==> src/rtl/fifo_rd_packer_if.sv <==
// Handshake bundle between the byte FIFO read port, the packer and the word consumer.
// master = packer side, slave = FIFO/consumer side.
interface fifo_rd_packer_if #(
    parameter int WORD_BYTES = 4,
    parameter int CNT_W      = 16
);
    logic                      fifo_empty;
    logic [7:0]                fifo_buf_out;
    logic                      fifo_rd_en;
    logic                      flush;
    logic [8*WORD_BYTES-1:0]   out_data;
    logic [2:0]                out_bytes;
    logic                      out_valid;
    logic                      out_ready;
    logic [CNT_W-1:0]          word_count;

    modport master (
        input  fifo_empty, fifo_buf_out, flush, out_ready,
        output fifo_rd_en, out_data, out_bytes, out_valid, word_count
    );

    modport slave (
        output fifo_empty, fifo_buf_out, flush, out_ready,
        input  fifo_rd_en, out_data, out_bytes, out_valid, word_count
    );
endinterface

==> src/rtl/fifo_rd_packer.sv <==
// Pops bytes from the read side of the byte FIFO and packs them little-endian into
// WORD_BYTES-wide words on a valid/ready handshake; flush emits a zero-padded partial word.
module fifo_rd_packer #(
    parameter int WORD_BYTES = 4,
    parameter int CNT_W      = 16
) (
    input  logic                  clk_r,
    input  logic                  rst,
    fifo_rd_packer_if.master      bus
);
    localparam int DW = 8 * WORD_BYTES;
    localparam logic [2:0] WB = 3'(WORD_BYTES);

    typedef enum logic [1:0] {
        S_FILL  = 2'd0,
        S_DRAIN = 2'd1,
        S_HOLD  = 2'd2
    } state_t;

    state_t            r_state;
    logic [2:0]        r_fill;
    logic              r_pend;
    logic              r_flush_req;
    logic [DW-1:0]     r_shift;
    logic [2:0]        r_bytes;
    logic              r_valid;
    logic [CNT_W-1:0]  r_count;

    logic [2:0]        w_fill_cap;
    logic [DW-1:0]     w_shift_cap;
    logic              w_rd_en;

    function automatic logic [DW-1:0] put_byte(input logic [DW-1:0] word,
                                               input logic [2:0]    lane,
                                               input logic [7:0]    b);
        logic [DW-1:0] res;
        res = word;
        for (int i = 0; i < WORD_BYTES; i++) begin
            if (lane == 3'(i)) res[8*i +: 8] = b;
        end
        return res;
    endfunction

    // Fill count and shift register as they stand once the in-flight byte (if any) lands.
    assign w_fill_cap  = r_fill + {2'b00, r_pend};
    assign w_shift_cap = r_pend ? put_byte(r_shift, r_fill, bus.fifo_buf_out) : r_shift;

    assign w_rd_en = !rst && (r_state == S_FILL) && !bus.fifo_empty &&
                     (w_fill_cap < WB) && !r_flush_req && !bus.flush;

    always_ff @(posedge clk_r) begin
        if (rst) begin
            r_state     <= S_FILL;
            r_fill      <= 3'd0;
            r_pend      <= 1'b0;
            r_flush_req <= 1'b0;
            r_shift     <= '0;
            r_bytes     <= 3'd0;
            r_valid     <= 1'b0;
            r_count     <= '0;
        end else begin
            r_pend <= w_rd_en;
            case (r_state)
                S_FILL: begin
                    r_shift <= w_shift_cap;
                    r_fill  <= w_fill_cap;
                    // A flush landing with the word-completing byte is absorbed by the full word.
                    if (r_pend && (w_fill_cap == WB)) begin
                        r_valid <= 1'b1;
                        r_bytes <= WB;
                        r_state <= S_HOLD;
                    end else if (bus.flush) begin
                        if (r_pend) begin
                            r_flush_req <= 1'b1;
                            r_state     <= S_DRAIN;
                        end else if (r_fill != 3'd0) begin
                            r_flush_req <= 1'b1;
                            r_valid     <= 1'b1;
                            r_bytes     <= r_fill;
                            r_state     <= S_HOLD;
                        end
                    end
                end
                S_DRAIN: begin
                    r_shift <= w_shift_cap;
                    r_fill  <= w_fill_cap;
                    if (w_fill_cap != 3'd0) begin
                        r_valid <= 1'b1;
                        r_bytes <= w_fill_cap;
                        r_state <= S_HOLD;
                    end else begin
                        r_flush_req <= 1'b0;
                        r_state     <= S_FILL;
                    end
                end
                S_HOLD: begin
                    if (bus.out_ready) begin
                        r_valid     <= 1'b0;
                        r_fill      <= 3'd0;
                        r_shift     <= '0;
                        r_bytes     <= 3'd0;
                        r_flush_req <= 1'b0;
                        r_count     <= r_count + 1'b1;
                        r_state     <= S_FILL;
                    end
                end
                default: r_state <= S_FILL;
            endcase
        end
    end

    assign bus.fifo_rd_en = w_rd_en;
    assign bus.out_data   = r_shift;
    assign bus.out_bytes  = r_bytes;
    assign bus.out_valid  = r_valid;
    assign bus.word_count = r_count;
endmodule

==> src/flat_wrapper.sv <==
// flat-port wrapper written by rule: the top's interface ports become plain ports
module fifo_rd_packer_flat 
#(
    parameter int WORD_BYTES = 4,
    parameter int CNT_W      = 16
)
  (clk_r, rst, bus_fifo_empty, bus_fifo_buf_out, bus_flush, bus_out_ready, bus_fifo_rd_en, bus_out_data, bus_out_bytes, bus_out_valid, bus_word_count);
  fifo_rd_packer_if #(.WORD_BYTES(WORD_BYTES), .CNT_W(CNT_W)) bus_i ();
  input  logic clk_r;
  input  logic rst;
  input wire logic [$bits(bus_i.fifo_empty)-1:0] bus_fifo_empty;
  input wire logic [$bits(bus_i.fifo_buf_out)-1:0] bus_fifo_buf_out;
  input wire logic [$bits(bus_i.flush)-1:0] bus_flush;
  input wire logic [$bits(bus_i.out_ready)-1:0] bus_out_ready;
  output wire logic [$bits(bus_i.fifo_rd_en)-1:0] bus_fifo_rd_en;
  output wire logic [$bits(bus_i.out_data)-1:0] bus_out_data;
  output wire logic [$bits(bus_i.out_bytes)-1:0] bus_out_bytes;
  output wire logic [$bits(bus_i.out_valid)-1:0] bus_out_valid;
  output wire logic [$bits(bus_i.word_count)-1:0] bus_word_count;
  assign bus_i.fifo_empty = bus_fifo_empty;
  assign bus_i.fifo_buf_out = bus_fifo_buf_out;
  assign bus_i.flush = bus_flush;
  assign bus_i.out_ready = bus_out_ready;
  assign bus_fifo_rd_en = bus_i.fifo_rd_en;
  assign bus_out_data = bus_i.out_data;
  assign bus_out_bytes = bus_i.out_bytes;
  assign bus_out_valid = bus_i.out_valid;
  assign bus_word_count = bus_i.word_count;
  fifo_rd_packer #(.WORD_BYTES(WORD_BYTES), .CNT_W(CNT_W)) u_core (.clk_r(clk_r), .rst(rst), .bus(bus_i));
endmodule
==> config.mk <==
export PLATFORM = sky130hd
export DESIGN_NAME = fifo_rd_packer_flat
export DESIGN_NICKNAME = d
export VERILOG_FILES = /design/src/rtl/fifo_rd_packer_if.sv /design/src/rtl/fifo_rd_packer.sv /design/src/flat_wrapper.sv
export SDC_FILE = /design/constraint.sdc
export NUM_CORES = 1
export LEC_CHECK = 0
export ABC_AREA = 1
export CAP_MARGIN = 20
export CORE_ASPECT_RATIO = 0.75
export CORE_UTILIZATION = 45
export CTS_BUF_LIST = sky130_fd_sc_hd__clkbuf_4
export CTS_CLUSTER_DIAMETER = 120
export DETAILED_ROUTE_END_ITERATION = 8
export PLACE_DENSITY = 0.73
export RECOVER_POWER = 25
export SYNTH_ARGS = -nofsm -noshare
export SYNTH_HDL_FRONTEND = slang
export SYNTH_SLANG_ARGS = --single-unit
==> constraint.sdc <==
create_clock -name clk_r -period 3.86 [get_ports clk_r]
set_input_delay 0.386 -clock clk_r [delete_from_list [all_inputs] [get_ports clk_r]]
set_output_delay 0.386 -clock clk_r [all_outputs]
set_load 0.05 [all_outputs]
==> images/closeup.png <==
Region (34, 23) to (59, 48) um. Cells in grey, sequential cells in the stronger grey; small squares are vias.
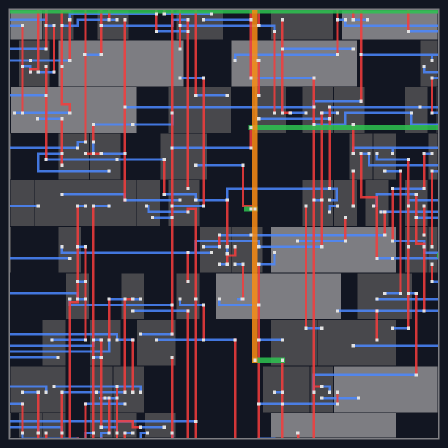
Key: M3 = green; M1 = blue; M4 = orange; M2 = red
53 logic cells have their middle in the window. Netlist names of flops here include `u_core.bus.out_data` (4), `u_core.bus.word_count` (3). Sequential cells in the window: 8. Most frequent: nor2_1 (8), dfxtp_1 (8).

==> images/m2.png <==
(4 px per um)
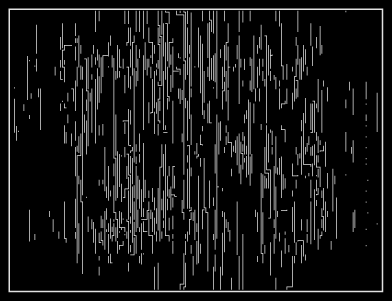
The wires run mostly vertical. 364 nets have wire on it. The layer carries 2930 um of wire. The longest straight run is 30.9 um. The layer holds 43% of the routed length.

==> images/congestion_map.png <==
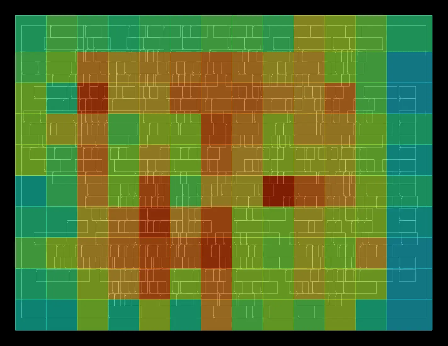
global-route usage over all layers: 0.218
global routing's busiest layer: met2
GR Util met3: 0.0741

==> results.json <==
{
  "outcome": "complete, but fails checks",
  "violations": "capacitance limit, slew limit",
  "n_all_buffers": 66,
  "grt_start_max_net_pins": 34,
  "finalCriticalPeriod_ns": 3.03,
  "simple_gate_share": 0.313,
  "routed_wire_length_per_instance_um": 12.9,
  "slew_violations": 34,
  "synth-area-yosys_um2": 2790,
  "timing_worst_setup_path_type": "in2reg",
  "share_of_the_clock_period_used_by_the_worst_path_after_layout": 0.785,
  "max_cap_viols": 1,
  "drt_iter0_markers": 154,
  "netlist_area_um2": 2790,
  "clock_input_transition_at_the_sequential_cells_of_the_worst_setup_and_hold_paths_ns": 0.09,
  "rr_startpoint": "u_core.r_state[0]",
  "grt_antenna_before_repair": 0,
  "timing.hold.ws_ns": 0.468,
  "cp_cell_sequence": "dlygate4sd3_1 > clkbuf_1 > inv_1 > o21ai_1 > nor2_1",
  "p_seq_uw": 805,
  "path_depth": 5,
  "non_clock_buffer_area_share": 0.186,
  "synth.distinct_cells": 36,
  "mi_logic_area_um2": 1340,
  "sequential_area_share_after_synthesis": 0.423,
  "async_flop_share": 0,
  "post_synth_inst_count": 373,
  "dp_slack_ns": 1.38,
  "p_switching_uw": 1370,
  "cts-buffers-inserted": 9,
  "ctsResizeCount": 0,
  "setup.reg_to_reg.worst_slack_ns": 1.13,
  "layout.clock_buffers": 10,
  "comb_power_uw": 1540,
  "dp.final_hpwl_um": 4920,
  "clock_power_share": 0.127,
  "non_clk_invs": 39,
  "synth-edff-count": 0,
  "cts.path.max_buffers": 2,
  "fp.dieArea_um2": 6530,
  "timing_worst_slew_pin_value_ns": 1.59,
  "clock_insertion_delay_worst_skew_ns": 0.40,
  "postRouteWirelength_um": 6750,
  "seq_area_frac": 0.336,
  "global_placement_routability_congestion": 0.980,
  "path_delay_family": "buffers and inverters",
  "cp.required_ns": 4.15,
  "startpoint": "rst"
}
